==> images/route_heat.png <==
Scale: 1 px per µm. The die is cut into 39 by 39 equal tiles; white is low, dark blue is high, scaled to the fullest tile. Values are wire area over tile area, all layers added.
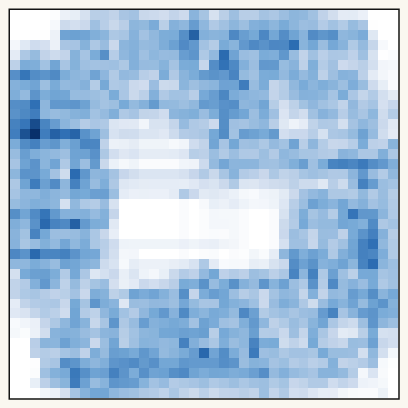
==> images/port_trees.png <==
Scale: 1 px per µm.
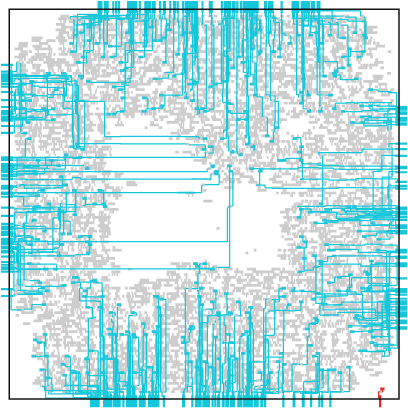
==> images/congestion_map.png <==
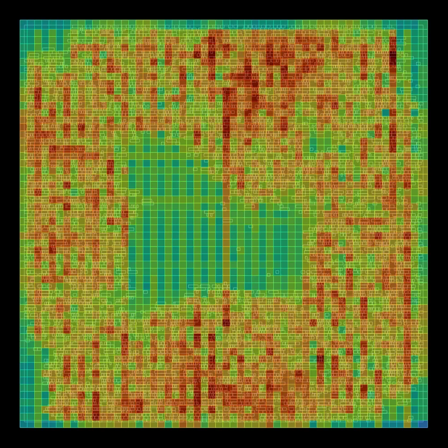
--- config.mk ---
export PLATFORM = sky130hd
export DESIGN_NAME = psum_accumulator
export DESIGN_NICKNAME = d
export VERILOG_FILES = /design/src/rtl/psum_accumulator.sv
export SDC_FILE = /design/constraint.sdc
export NUM_CORES = 2
export LEC_CHECK = 0
export ABC_CLOCK_PERIOD_IN_PS = 99500
export CORE_MARGIN = 4
export CORE_UTILIZATION = 40
export DETAILED_ROUTE_END_ITERATION = 8
export PLACE_DENSITY = 0.65
export SYNTH_ARGS = -nofsm -noshare
export SYNTH_HDL_FRONTEND = slang
export SYNTH_SLANG_ARGS = --single-unit
--- constraint.sdc ---
create_clock -name clk -period 99.5 [get_ports clk]
set_input_delay 29.85 -clock clk [delete_from_list [all_inputs] [get_ports clk]]
set_output_delay 29.85 -clock clk [all_outputs]
set_load 0.01 [all_outputs]
--- src/rtl/psum_accumulator.sv ---
// Per-lane saturating partial-sum accumulator feeding the PPU.
// A tile of K signed beats is summed per lane, then handed to a holding register that is released by ppu_done.
module psum_accumulator #(
  parameter int LANES = 16,
  parameter int IN_W  = 20,
  parameter int ACC_W = 24,
  parameter int K_W   = 8
) (
  input  logic                   clk,
  input  logic                   rst,
  input  logic [K_W-1:0]         k_len,
  input  logic                   in_valid,
  output logic                   in_ready,
  input  logic [LANES*IN_W-1:0]  in_data,
  output logic [LANES*ACC_W-1:0] partial_sum,
  output logic                   psum_valid,
  input  logic                   ppu_done,
  output logic [LANES-1:0]       sat_flags,
  output logic                   busy
);

  typedef enum logic {ACC, PEND} state_t;

  localparam logic signed [ACC_W:0] SAT_MAX = (ACC_W+1)'((2 ** (ACC_W-1)) - 1);
  localparam logic signed [ACC_W:0] SAT_MIN = ~SAT_MAX;

  state_t                 state_q;
  logic [LANES*ACC_W-1:0] acc_q;
  logic [LANES*ACC_W-1:0] psum_q;
  logic [LANES*ACC_W-1:0] sum_d;
  logic [LANES-1:0]       tileSat_q;
  logic [LANES-1:0]       tileSat_d;
  logic [LANES-1:0]       satFlags_q;
  logic [K_W-1:0]         cnt_q;
  logic [K_W-1:0]         kEff_q;
  logic [K_W-1:0]         kEff_d;
  logic                   psumValid_q;
  logic                   accept;
  logic                   lastBeat;
  logic                   holdFree;
  logic signed [ACC_W:0]  laneBase;
  logic signed [ACC_W:0]  laneBeat;
  logic signed [ACC_W:0]  laneSum;

  // The first beat of a tile ignores the stale accumulator and clears the sticky saturation bits.
  always_comb begin
    accept    = in_valid && (state_q == ACC);
    holdFree  = !psumValid_q || ppu_done;
    kEff_d    = kEff_q;
    if (cnt_q == '0) begin
      kEff_d = (k_len == '0) ? K_W'(1) : k_len;
    end
    lastBeat  = (cnt_q == kEff_d - K_W'(1));
    sum_d     = '0;
    tileSat_d = '0;
    laneBase  = '0;
    laneBeat  = '0;
    laneSum   = '0;
    for (int i = 0; i < LANES; i++) begin
      laneBase = (cnt_q == '0) ? '0 : {acc_q[i*ACC_W+ACC_W-1], acc_q[i*ACC_W +: ACC_W]};
      laneBeat = {{(ACC_W+1-IN_W){in_data[i*IN_W+IN_W-1]}}, in_data[i*IN_W +: IN_W]};
      laneSum  = laneBase + laneBeat;
      tileSat_d[i] = (cnt_q != '0) && tileSat_q[i];
      if (laneSum > SAT_MAX) begin
        sum_d[i*ACC_W +: ACC_W] = SAT_MAX[ACC_W-1:0];
        tileSat_d[i]            = 1'b1;
      end else if (laneSum < SAT_MIN) begin
        sum_d[i*ACC_W +: ACC_W] = SAT_MIN[ACC_W-1:0];
        tileSat_d[i]            = 1'b1;
      end else begin
        sum_d[i*ACC_W +: ACC_W] = laneSum[ACC_W-1:0];
      end
    end
  end

  // A load into the holding register in the same cycle as ppu_done overrides the release, so valid never bubbles.
  always_ff @(posedge clk or posedge rst) begin
    if (rst) begin
      state_q     <= ACC;
      acc_q       <= '0;
      psum_q      <= '0;
      tileSat_q   <= '0;
      satFlags_q  <= '0;
      cnt_q       <= '0;
      kEff_q      <= '0;
      psumValid_q <= 1'b0;
    end else begin
      if (psumValid_q && ppu_done) begin
        psumValid_q <= 1'b0;
      end
      case (state_q)
        ACC: begin
          if (accept) begin
            kEff_q <= kEff_d;
            if (!lastBeat) begin
              acc_q     <= sum_d;
              tileSat_q <= tileSat_d;
              cnt_q     <= cnt_q + K_W'(1);
            end else begin
              cnt_q <= '0;
              if (holdFree) begin
                psum_q      <= sum_d;
                satFlags_q  <= tileSat_d;
                psumValid_q <= 1'b1;
              end else begin
                acc_q     <= sum_d;
                tileSat_q <= tileSat_d;
                state_q   <= PEND;
              end
            end
          end
        end
        PEND: begin
          if (holdFree) begin
            psum_q      <= acc_q;
            satFlags_q  <= tileSat_q;
            psumValid_q <= 1'b1;
            state_q     <= ACC;
          end
        end
        default: state_q <= ACC;
      endcase
    end
  end

  assign in_ready    = (state_q == ACC);
  assign partial_sum = psum_q;
  assign psum_valid  = psumValid_q;
  assign sat_flags   = satFlags_q;
  assign busy        = (cnt_q != '0) || (state_q == PEND) || psumValid_q;

endmodule

==> impl_metrics.toml <==
# flow metrics
[status]
status = "finished, final reports clean"

[detailed_routing]
vias = 54100
drt-total-wl_mm = 206
drc = 0
avgViaCountPerCell = 5.70

[job]
timing.max_cap.violations = 0

[synth]
syn_avg_cell_area_um2 = 8.26
synth_cell_types = 85
syn_area_um2 = 57900
edf_count = 0

[worst_setup_path]
path_delay_family = "buffers and inverters"
critPathBufInv = 3
crit_arrival_ns = 35.41
cp_num_cells = 14
crit_path_end_kind = "flop"

[final_timing]
finalSetupTns_ns = 0
drv_slew = 0
clock_skew_ns = 0.0413

[floorplan]
dieHeight_um = 388
fp_util_pct = 40.3

[clocking]
numCtsBuffers = 100
clk_pin_slew_ns = 0.06
clk_latency_ns = 0.72

[cells_and_area]
syn2layout_area_growth_pct = 21.4

[grt]
grt_pass1_wl_mm = 316

[hold_path]
min_path_type = "reg -> reg"
Back to the opening pictures, route_heat.png:
- emptiest ninth of the die: center
- tiles over half the peak: 20%
- fullest tile: 0.63
- nearly empty tiles: 5.7%
- mean over tiles: 0.22

Back to the opening pictures, port_trees.png:
- red: rst (bits 1; direction input; edge south; end cells 1; wire 12.1 µm)
- cyan: in_data (bits 320; direction input; edge 97 north, 95 south, 67 west, 61 east; end cells 400; wire 25.0 mm)

Back to the opening pictures, congestion_map.png:
Routed WL per cell: 21.7 µm
Final Util: 48.9%
global-route track usage on met2: 42.6%
grt peak-use layer: met2

-- kinds of logic (layout without fill, tap and decap cells) --
family	Yosys count	count (layout)	synth area share, %
mux	58	58	1.08
fa+ha+maj	485	485	10.3
other cells	0	26	0
simple gates	2329	2329	18.8
xor+xnor	325	325	4.92
buf+inv	547	1111	3.78
compound gates	2444	2444	25.7
flops	818	818	35.4
-- per-layer routing --
metal  share of wire (%)  track usage, %
met5               0.030               0
met4                 3.3            8.59
met3                 6.8            6.09
met2                  46            42.6
met1                  44            34.8
-- path summary, 6_finish.rpt --
path	start	to	slack [ns]
worst max-delay path	k_len[3]	acc_q[364]	64.59
worst min-delay path	partial_sum[279]	partial_sum[279]	0.48
worst max register to register	cnt_q[0]	partial_sum[89]	92.49
worst min register to register	partial_sum[279]	partial_sum[279]	0.48
max in group asynchronous	rst	partial_sum[60]	65.97
min in group asynchronous	rst	partial_sum[247]	29.66
-- flip-flops by register name (all words and copies together), names as in the netlist --
register     count
acc_q          384
cnt_q            8
kEff_q           8
partial_sum    384
psum_valid       1
sat_flags       16
state_q          1
tileSat_q       16
-- power by group through the flow --
stage	Clock (mW)	Sequential, mW	Combinational [mW]
after floorplan	0	0.591	1.26
after global placement	0	0.593	1.79
after detailed placement	0	0.596	1.81
after CTS	0.419	0.593	1.82
after global routing	0.433	0.611	2.03
final	0.411	0.593	1.82
-- final cells by class --
| class | count | area (µm²) |
|---|---|---|
| clock inverter | 48 | 768 |
| fill | 13900 | 73400 |
| clock buffer | 135 | 2900 |
| tap | 1903 | 2380 |
| timing repair buffer | 797 | 7900 |
| inverter | 131 | 504 |
| antenna | 26 | 65.1 |
| sequential | 818 | 20500 |
| multi-input combinational | 5641 | 35300 |
No activity file was given, so power comes from the tool's default toggle rates.
